--- src/rtl/r2a03_bus_sequencer.sv ---
// r2a03_bus_sequencer: time-multiplexes the R2A03 core bus onto the TinyTapeout pins in 4-phase windows.
// Optional RDY stall support is compiled in by defining BUS_STALL_EN.

module r2a03_bus_sequencer #(
    parameter int          RESET_CYCLES = 8,
    parameter int          SAMPLE_PHASE = 1,
    parameter logic [7:0]  IDLE_CTRL    = 8'hFF
) (
    input  logic        clk,
    input  logic        rst,
    input  logic        ena,
    input  logic [15:0] cpu_addr,
    input  logic [7:0]  cpu_ctrl,
    input  logic [7:0]  cpu_dout,
    output logic [7:0]  cpu_din,
    output logic        cpu_cen,
    output logic        cpu_rst,
    input  logic        rdy,
    output logic [7:0]  pin_out,
    input  logic [7:0]  pin_io_in,
    output logic [7:0]  pin_io_out,
    output logic [7:0]  pin_io_oe,
    output logic [1:0]  phase,
    output logic        stalled
);

    localparam logic [7:0] HOLD_LAST = 8'(RESET_CYCLES - 1);
    localparam logic [1:0] SAMPLE_PH = 2'(SAMPLE_PHASE);

    typedef enum logic [1:0] {
        ST_HOLD  = 2'd0,
        ST_RUN   = 2'd1,
        ST_STALL = 2'd2
    } state_t;

    state_t      state_q, state_d;
    logic [1:0]  ph_q, ph_d;
    logic [7:0]  hold_cnt_q, hold_cnt_d;
    logic [15:0] addr_q, addr_d;
    logic [7:0]  ctrl_q, ctrl_d;
    logic [7:0]  dout_q, dout_d;
    logic [7:0]  din_q, din_d;
    logic        miss_q, miss_d;

    logic advance;
    logic stall_req;
    logic is_read;

    assign advance = ena & ~rst;
    assign is_read = ctrl_q[0];

`ifdef BUS_STALL_EN
    // rdy only matters for read windows once the core is out of reset.
    assign stall_req = ~rdy & is_read & (state_q != ST_HOLD);
`else
    logic unused_rdy;
    assign unused_rdy = rdy;
    assign stall_req  = 1'b0;
`endif

    assign cpu_cen = advance & (ph_q == 2'd2) & ~stall_req;
    assign cpu_rst = (state_q == ST_HOLD);
    assign stalled = (state_q == ST_STALL);
    assign phase   = ph_q;
    assign cpu_din = din_q;

    always_comb begin
        pin_out    = ctrl_q;
        pin_io_out = 8'h00;
        pin_io_oe  = 8'h00;
        case (ph_q)
            2'd0:    pin_out = ctrl_q;
            2'd1:    pin_out = addr_q[7:0];
            2'd2:    pin_out = ctrl_q;
            default: pin_out = addr_q[15:8];
        endcase
        // ph0 of a write window leaves the bidir pins released as a turnaround slot.
        if (!is_read) begin
            pin_io_out = dout_q;
            pin_io_oe  = (ph_q == 2'd0) ? 8'h00 : 8'hFF;
        end
    end

    always_comb begin
        state_d    = state_q;
        ph_d       = ph_q;
        hold_cnt_d = hold_cnt_q;
        addr_d     = addr_q;
        ctrl_d     = ctrl_q;
        dout_d     = dout_q;
        din_d      = din_q;
        miss_d     = miss_q;
        if (advance) begin
            ph_d = ph_q + 2'd1;
            if (ph_q == SAMPLE_PH && is_read) begin
                din_d = pin_io_in;
            end
            // Remember the ph2 stall decision, since rdy may change before the window ends.
            if (ph_q == 2'd2) begin
                miss_d = stall_req;
            end
            if (ph_q == 2'd3) begin
                miss_d = 1'b0;
                case (state_q)
                    ST_HOLD: begin
                        addr_d = cpu_addr;
                        ctrl_d = cpu_ctrl;
                        dout_d = cpu_dout;
                        if (hold_cnt_q != 8'hFF) begin
                            hold_cnt_d = hold_cnt_q + 8'd1;
                        end
                        if (hold_cnt_q == HOLD_LAST) begin
                            state_d = ST_RUN;
                        end
                    end
                    default: begin
                        if (miss_q) begin
                            state_d = ST_STALL;
                        end else begin
                            state_d = ST_RUN;
                            addr_d  = cpu_addr;
                            ctrl_d  = cpu_ctrl;
                            dout_d  = cpu_dout;
                        end
                    end
                endcase
            end
        end
    end

    always_ff @(posedge clk) begin
        if (rst) begin
            state_q    <= ST_HOLD;
            ph_q       <= 2'd0;
            hold_cnt_q <= 8'd0;
            addr_q     <= 16'h0000;
            ctrl_q     <= IDLE_CTRL;
            dout_q     <= 8'h00;
            din_q      <= 8'h00;
            miss_q     <= 1'b0;
        end else begin
            state_q    <= state_d;
            ph_q       <= ph_d;
            hold_cnt_q <= hold_cnt_d;
            addr_q     <= addr_d;
            ctrl_q     <= ctrl_d;
            dout_q     <= dout_d;
            din_q      <= din_d;
            miss_q     <= miss_d;
        end
    end

endmodule

--- config.mk ---
export PLATFORM = sky130hd
export DESIGN_NAME = r2a03_bus_sequencer
export DESIGN_NICKNAME = d
export VERILOG_FILES = /design/src/rtl/r2a03_bus_sequencer.sv
export SDC_FILE = /design/constraint.sdc
export NUM_CORES = 1
export LEC_CHECK = 0
export ABC_AREA = 1
export CAP_MARGIN = 10
export CORE_ASPECT_RATIO = 1.4
export CORE_UTILIZATION = 41
export DETAILED_ROUTE_END_ITERATION = 7
export PLACE_DENSITY = 0.83
export SETUP_SLACK_MARGIN = 0.02
export SYNTH_ARGS = -nofsm -noshare
export SYNTH_HDL_FRONTEND = slang
export SYNTH_SLANG_ARGS = --single-unit
--- constraint.sdc ---
create_clock -name clk -period 1.5 [get_ports clk]
set_input_delay 0.45 -clock clk [delete_from_list [all_inputs] [get_ports clk]]
set_output_delay 0.45 -clock clk [all_outputs]
set_load 0.005 [all_outputs]
==> notes.md <==
impl run done, here's what came out: final instance area 3880 um2, ys flop type dfxtp_1, Filler Cells Inserted around 400, ys cells approximately 310, Tmin final 2.02 ns, IO Port Bufs approximately 78, final worst slack -0.515 ns, critical path buffer and inverter count 3, CTS tree done, YS warnings 0, Worst VDD drop around 0.72 mV, # setup viols final 31, clock share of power 28.3%, Final #Nets approximately 480, global-route wire length before repair 10,400 um, Die Span X roughly 66 um, yosys stat area ~2400 um2, final hold viol count 0, sw frac 26.0%, status finished, violations left, Worst Path Required ~1.1 ns, Pwr Density between 700 and 800 nW/um2, Tool Warnings 33, Pre-Place Util between 40% and 50%, Max Cap Viol 0, EDFF count, synth 0, Worst Skew 0.0131 ns, crit-path max FO 4, gr busiest metal met2, CTS buffer count 5, max frequency just under 500 MHz, initial antenna violation count 0, Synth Area per Inst 7.58 um2, GR Util met1 between 20% and 30%, post-route ant nets 0, synthesis-to-layout area growth 64.0%, CP delay by family, top flip-flops, detailed-router iteration count before antenna repair 6, Syn Inst Count 312, critical path, cell by cell inv_4 -> ha_4 -> nor2_4 -> buf_6 -> o22ai_2 -> nand2_1 -> o21ai_1 -> buf_2, initial drt markers 119, Crit Path Category flop to output port, slowest stage cell, crit path dfxtp_4, clk slew on worst S/H paths roughly 0.09 ns, cell leakage power 1.65 nW, Synth flops between 50 and 60, gpl congestion between 0.8 and 0.9, CP Data Arrival Time 1.57 ns, row cnt 32, sequential share of power between 50% and 60%, ANT cells 0, grt met3 use 3.73%, CTS root buf clkbuf_8, dpl cell area approximately 3400 um2, asr flop ratio synth 0%, worst hold path type flop to flop, Max-area cell share 43.2%, Synth area leader dfxtp_1, post-synth net total 362, Psw 0.000714 W, main area contributors dfxtp_1 43%, nor2_1 8.3%, o21ai_0 7.6%, inv_1 6.7%, a21oi_1 6.1%, RSZ-0062 raised after global routing true, most frequent cells in the layout 43 x dfxtp_1, 42 x nor2_1, 40 x clkdlybuf4s50_1, largest net degree at the start of global routing 33, met2 usage between 40% and 50%, Via density 4.95, H-tree Lvls 2, worst-skew pair later-pin latency 0.30 ns, Startpoint Class flop, failing checks negative setup slack, DRC violations left 0, share of cells above drive strength 1 34.7%, Tcrit/Tclk final 134%, Top cell excl fill/tap dfxtp_1, die area between 6000 and 7000 um2, crit-path max cell delay 0.40 ns, Internal Power ~0.0020 W
-- through the flow --
stage	hold WS (ns)	TNS [ns]	instances	total power, W
after floorplan	0.425	0	312	0.00159
after global placement	0.440	-26.07	468	0.00187
after detailed placement	0.446	-28.07	468	0.00188
after CTS	0.464	-7.43	498	0.00272
after global routing	0.485	-10.58	503	0.00287
final	0.470	-7.52	503	0.00274
-- cell families (layout without fill, tap and decap cells) --
logic type / after synthesis / after routing / share of synthesized area [%]
other: 1 / 1 / 0.159
AOI/OAI and AO/OA: 86 / 86 / 19.1
and+or+nand+nor: 96 / 96 / 18.3
DFF: 51 / 51 / 43.2
xor gates and xnor gates: 4 / 4 / 1.48
adders and majority gates: 6 / 6 / 3.18
buffers and inverters: 68 / 191 / 14.6
-- state kept, by name, indices dropped and copies added, names as in the netlist --
register,flops
phase,2
addr_q,16
dout_q,8
state_q,1
ctrl_q,8
cpu_din,8
hold_cnt_q,8
-- worst paths after layout --
kind | startpoint | end | slack [ns] | cells past startpoint
hold / removal | dout_q[5]$_SDFFE_PP0P_ | dout_q[5]$_SDFFE_PP0P_ | 0.47 | 2
setup / recovery | phase[0]$_SDFFE_PP0P_ | pin_out[4] | -0.52 | 8
setup reg to reg | phase[0]$_SDFFE_PP0P_ | cpu_din[1]$_SDFFE_PP0P_ | -0.09 | 8
hold reg to reg | dout_q[5]$_SDFFE_PP0P_ | dout_q[5]$_SDFFE_PP0P_ | 0.47 | 2
-- per-layer routing --
metal,routed length [um],vias to the layer above
met2,3770,68
met4,235,0
met1,2550,1164
li1,-,1238
met3,254,18
met5,0,-
-- synthesized netlist by cell type, types with 2 or more instances --
master,instances
a21oi_1,29
buf_6,6
nor3_1,2
buf_4,10
o21ai_0,36
clkbuf_1,6
o21ai_1,5
nand3_1,5
inv_1,42
o22ai_1,8
xor2_1,3
nor2_1,52
nand2_1,28
nand4_1,2
dfxtp_1,51
ha_1,6
a31oi_1,8
-- power groups by stage --
stage / clock [W] / sequential (W) / combinational (W)
2_1_floorplan: 0 / 0.00142 / 0.000170
3_3_place_gp: 0 / 0.00142 / 0.000451
3_5_place_dp: 0 / 0.00142 / 0.000460
4_1_cts: 0.000799 / 0.00140 / 0.000518
5_1_grt: 0.000850 / 0.00140 / 0.000614
6_report: 0.000775 / 0.00140 / 0.000572
-- worst reg2reg max path, cell delays in order, from the launching register on --
cell      delay [ns]
dfxtp_4         0.40
buf_4           0.14
ha_4            0.17
clkinv_4        0.07
buf_4           0.14
nor3_4          0.27
buf_6           0.16
o21ai_0         0.06
nor2_1          0.12
-- cell type report --
cell class	instances	area, um2	area share (%)
clock buffer	5	68.8	1.78
clock inverter	3	18.8	0.484
inverter	46	194	5.00
multi-input combinational	193	1220	31.4
sequential	51	1040	26.7
tap	68	85.1	2.19
timing repair buffer	135	1240	32.0
timing repair inverter	2	16.3	0.420
-- what timing repair did --
item	4_1_cts	5_1_grt
cloned	2	2
resized	181	46
buffers inserted	22	5
pin swaps	26	14
hold endpoints to repair	0	0
setup endpoints to repair	85	58
Sequential cells grouped by signal name:
(3 px per um) Other sequential cells in the stronger gray, the rest of the logic in the fainter gray.
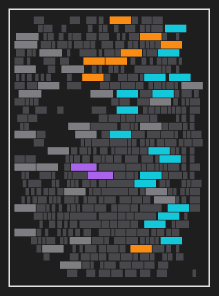
| color | netlist name | sequential cells |
|---|---|---|
| purple | phase | 2 |
| orange | dout_q | 8 |
| cyan | addr_q | 16 |
sequential power: 0.00140 W
Seq. cell area: 1040 um2
final cell utilization of the core: 70.2%
Seq/total area: 26.7%

Ports around the boundary:
(3 px per um) Pins as bars across the die edge, other pins in gray.
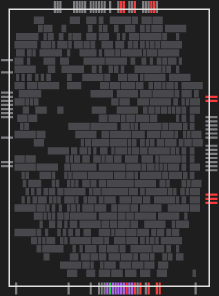
| color | port | pins | direction | edge |
|---|---|---|---|---|
| green | cpu_cen | 1 | output | south |
| red | cpu_addr | 16 | input | 6 south, 5 north, 5 east |
| purple | pin_io_oe | 8 | output | south |

Signal wires by layer:
(4 px per um)
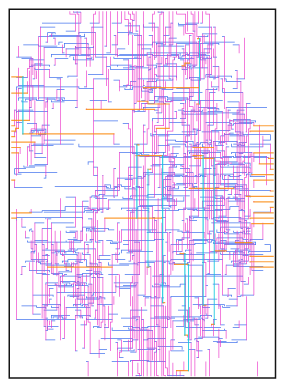
| color | layer | wire length |
|---|---|---|
| blue | M1 | 2,550 um |
| magenta | M2 | 3,770 um |
| orange | M3 | 255 um |
| cyan | M4 | 236 um |
vias: 2,488
DRT Wirelength: 6810 um
wire length per cell: 13.5 um
GR Util All Layers: 21.9%

No activity file was given, so power comes from the tool's default toggle rates.
